<file path="src/rtl/demux_pkg.sv">
// Shared definitions for the 1-to-4 lane demultiplexer / collector.
// Also used by the multiplexer side for lane indexing.
//   LANES, SEL_W : lane count and select width
//   state_e      : collector states (FILL, HOLD)
//   onehot()     : 2-bit lane select -> 4-bit one-hot lane mask
package demux_pkg;

    localparam int LANES = 4;
    localparam int SEL_W = 2;

    typedef enum logic {
        FILL = 1'b0,
        HOLD = 1'b1
    } state_e;

    function automatic logic [LANES-1:0] onehot(input logic [SEL_W-1:0] sel);
        logic [LANES-1:0] mask;
        mask = '0;
        mask[sel] = 1'b1;
        return mask;
    endfunction

endpackage

</file>
<file path="src/rtl/demux_1to4.sv">
// Combinational lane write-enable decoder.
// Ports:
//   sel : destination lane select
//   en  : write strobe; no lane is enabled while low
//   we  : one-hot per-lane write enables
module demux_1to4
    import demux_pkg::*;
(
    input  logic [SEL_W-1:0] sel,
    input  logic             en,
    output logic [LANES-1:0] we
);

    assign we = en ? onehot(sel) : '0;

endmodule

</file>
<file path="src/rtl/demux_1to4_collector.sv">
// Registered 1-to-4 demultiplexer that collects one element per lane and
// presents the assembled word once all four lanes have been written.
// Ports:
//   clk, rst            : clock, synchronous active-high reset
//   in_data/in_sel      : element and destination lane
//   in_valid/in_ready   : input handshake (in_ready depends on state only)
//   flush               : discard partial or held word
//   out_word            : assembled word, lane k at [k*DATA_W +: DATA_W]
//   out_valid/out_ready : output handshake
//   fill                : per-lane written flags
//   dup_err             : one-cycle pulse after a write to an already-filled lane
module demux_1to4_collector
    import demux_pkg::*;
#(
    parameter int DATA_W = 1
) (
    input  logic                  clk,
    input  logic                  rst,
    input  logic [DATA_W-1:0]     in_data,
    input  logic [SEL_W-1:0]      in_sel,
    input  logic                  in_valid,
    output logic                  in_ready,
    input  logic                  flush,
    output logic [LANES*DATA_W-1:0] out_word,
    output logic                  out_valid,
    input  logic                  out_ready,
    output logic [LANES-1:0]      fill,
    output logic                  dup_err
);

    state_e             state_reg;
    logic [LANES-1:0]   fill_reg;
    logic               dup_err_reg;
    logic [DATA_W-1:0]  lane_reg [LANES];

    logic               accept;
    logic               wr_en;
    logic [LANES-1:0]   lane_we;
    logic [LANES-1:0]   fill_next;

    assign accept    = in_valid && (state_reg == FILL);
    // A flush in the same cycle drops the element entirely.
    assign wr_en     = accept && !flush;
    assign fill_next = fill_reg | lane_we;

    demux_1to4 u_dec (
        .sel (in_sel),
        .en  (wr_en),
        .we  (lane_we)
    );

    always_ff @(posedge clk) begin
        if (rst) begin
            state_reg   <= FILL;
            fill_reg    <= '0;
            dup_err_reg <= 1'b0;
        end else begin
            dup_err_reg <= 1'b0;
            if (flush) begin
                state_reg <= FILL;
                fill_reg  <= '0;
            end else begin
                case (state_reg)
                    FILL: begin
                        if (wr_en) begin
                            fill_reg    <= fill_next;
                            dup_err_reg <= |(fill_reg & lane_we);
                            if (&fill_next) begin
                                state_reg <= HOLD;
                            end
                        end
                    end
                    HOLD: begin
                        if (out_ready) begin
                            state_reg <= FILL;
                            fill_reg  <= '0;
                        end
                    end
                    default: begin
                        state_reg <= FILL;
                        fill_reg  <= '0;
                    end
                endcase
            end
        end
    end

    // Lane storage; lane data is left stale when a word completes or is flushed.
    generate
        for (genvar gi = 0; gi < LANES; gi++) begin : g_lane
            always_ff @(posedge clk) begin
                if (rst) begin
                    lane_reg[gi] <= '0;
                end else if (lane_we[gi]) begin
                    lane_reg[gi] <= in_data;
                end
            end
            assign out_word[gi*DATA_W +: DATA_W] = lane_reg[gi];
        end
    endgenerate

    assign in_ready  = (state_reg == FILL);
    assign out_valid = (state_reg == HOLD);
    assign fill      = fill_reg;
    assign dup_err   = dup_err_reg;

endmodule

</file>
<file path="config.mk">
export PLATFORM = sky130hd
export DESIGN_NAME = demux_1to4_collector
export DESIGN_NICKNAME = d
export VERILOG_FILES = /design/src/rtl/demux_pkg.sv /design/src/rtl/demux_1to4.sv /design/src/rtl/demux_1to4_collector.sv
export SDC_FILE = /design/constraint.sdc
export NUM_CORES = 1
export LEC_CHECK = 0
export CAP_MARGIN = 20
export CORE_MARGIN = 10
export CORE_UTILIZATION = 37
export CTS_CLUSTER_SIZE = 20
export DETAILED_ROUTE_END_ITERATION = 8
export GPL_TIMING_DRIVEN = 1
export PLACE_DENSITY = 0.71
export SYNTH_ARGS = -nofsm -noshare
export SYNTH_HDL_FRONTEND = slang
export SYNTH_SLANG_ARGS = --single-unit
</file>
<file path="constraint.sdc">
create_clock -name clk -period 1.6 [get_ports clk]
set_clock_uncertainty 0.15 [all_clocks]
set_input_delay 0.32 -clock clk [delete_from_list [all_inputs] [get_ports clk]]
set_output_delay 0.32 -clock clk [all_outputs]
set_load 0.02 [all_outputs]
</file>
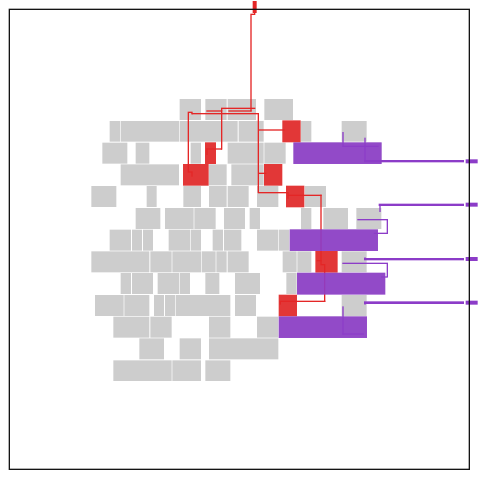
(nets reached from selected ports)
Drawn at 8 px/um.
- rst: red (bits 1; direction input; end cells 7; buffers 2; wire 89.1 um)
- out_word: purple (bits 4; direction output; end cells 4; buffers 4; wire 77.9 um)

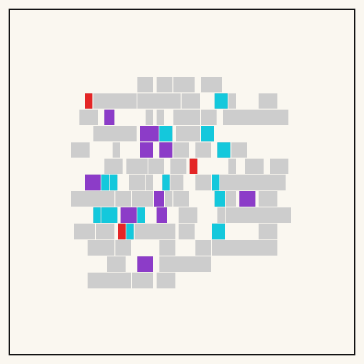
(selected gate families)
Drawn at 6 px/um.
- inverters: red (cells 3; most used inv_1)
- NAND gates: cyan (cells 14; most used nand2_1; where middle)
- inverting AOI/OAI gates: purple (cells 10; most used a21oi_1; where middle)

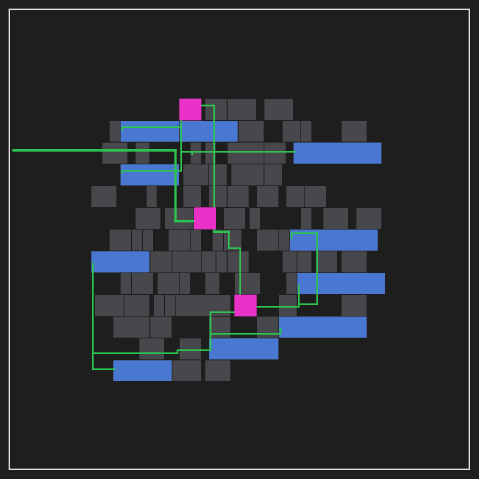
(clock network drawn from the DEF)
Drawn at 8 px/um.
- clock wires: green (length 178 um)
- flip-flops: blue (count 10)
- cells driving clock nets: magenta (count 3)
- routed clock nets: 4

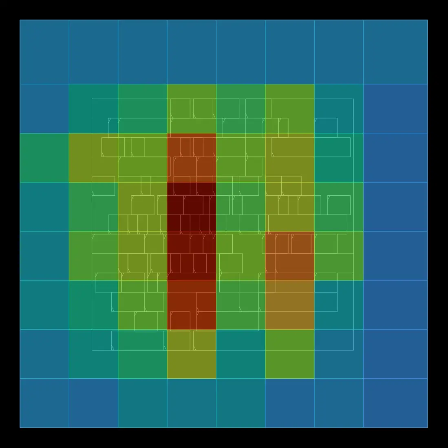
(congestion heat map)
Core Util, Final: 0.6154
GR Util met3: 0.04867
GRT Overall Usage: 0.08234
grt met2 use: 0.1271

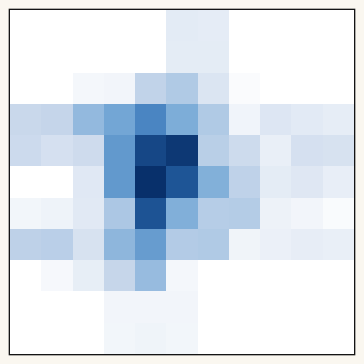
(routed metal per tile)
Drawn at 6 px/um. The die is cut into 11 by 11 equal tiles; white is low, dark blue is high, scaled to the fullest tile. Values are wire area over tile area, all layers added.
- nearly empty tiles: 39%
- fullest tile: 0.44
- emptiest ninth of the die: bottom right

==> reports/metrics.cfg <==
[status]
status=finished, violations left
violations=setup timing

[logic_synthesis]
synth_nets=65
yosys_cells=57
ys_seq_frac=0.4660
synth.yosys.chip_area_sq_um=515.5
ys.flops=10
yosysWarnings=0
top_area_cell=dfxtp_1

[final_timing]
setup_ws_ns=-0.01072
setup_viol=1

[setup_path]
slowest_delay_ns=0.52
critical_path.max_fanout=4
startpoint_type=input port
end_kind=flip-flop
cp_data_arrival_time_ns=1.65
r2r_slack_ns=0

[clock_tree]
h-tree-depth=1
max-clock-path-buffers=2
cts_root_buf=clkbuf_4
clock_sinks=10

[placement]
dpl.hpwl_mm=1.039
gp_congestion=0.9448
place_area_sq_um=772.0

[pwr]
maxPowerGroup=sequential cells
pg_comb_uw=93.1
comb_power_share=0.169

[global_route]
grt_pass1_vias=509
antenna_found_initial=0
grt_max_degree=7

[floorplan]
io_pins=19
core_sq_um=1301

[detailed_routing]
maxUsedRoutingLayer=met4
dr_wl_met3_um=148
via_per_inst=4.980
vias=503
drt_iter0_drc=4

[worst_hold_path]
min_path_type=in -> reg
min_from=in_valid

[cells_and_area]
drive_above_1_share=0.2558

==> logic make-up after synthesis <==
kind of cell / share of synthesized area
AND/OR/NAND/NOR: 0.2888
AND-OR/OR-AND: 0.1286
multiplexers: 0.01942
flip-flops: 0.4660
buffers and inverters: 0.09707
==> area by class of cell <==
class                           count  area [sq um]  share of cell area
Sequential cell                    10         244.0              0.3047
Clock buffer                        3         22.52             0.02812
Timing Repair Buffer               31         267.8              0.3344
Clock inverter                      1         3.754            0.004688
Multi-Input combinational cell     38         232.7              0.2906
Inverter                            3         11.26             0.01406
Tap cell                           15         18.77             0.02344
==> path summary, 6_finish.rpt <==
kind / cells after the start / end
hold / removal: 3 / dup_err
setup reg to reg: 4 / out_valid
hold reg to reg: 2 / fill[0]
setup / recovery: 5 / out_valid
==> repair_timing <==
| item | CTS | global route |
|---|---|---|
| resized | 14 | 4 |
| buffers inserted | 0 | 1 |
| gates cloned | 0 | 0 |
| setup endpoints to repair | 16 | 6 |
| pin swaps | 0 | 3 |
| hold buffers | 0 | 0 |
==> metrics by stage <==
stage / setup TNS, ns / cells / hold WS (ns) / total power [uW]
after floorplan: 0 / 57 / 0.2594 / 328.1
after global placement: -3.493 / 96 / 0.3281 / 376.1
after detailed placement: -3.686 / 96 / 0.3397 / 377.2
after CTS: -0.1050 / 100 / 0.3513 / 551.5
after global routing: -0.05174 / 101 / 0.3020 / 578.8
final: -0.01072 / 101 / 0.2678 / 549.6
==> Yosys cell counts (all sizes together) <==
cell type / n
a31oi: 2
dfxtp: 6
or4: 1
nor3b: 1
nor2b: 1
or4b: 1
edfxtp: 4
a2111oi: 1
mux2i: 1
nor3: 1
inv: 3
a21boi: 2
o31ai: 1
nand2b: 4
nand3: 1
buf: 5
nand3b: 1
nand4: 1
nand2: 7
o21bai: 1
nor2: 8
a21oi: 3
clkbuf: 1
Power is estimated from default activity; no workload was simulated.
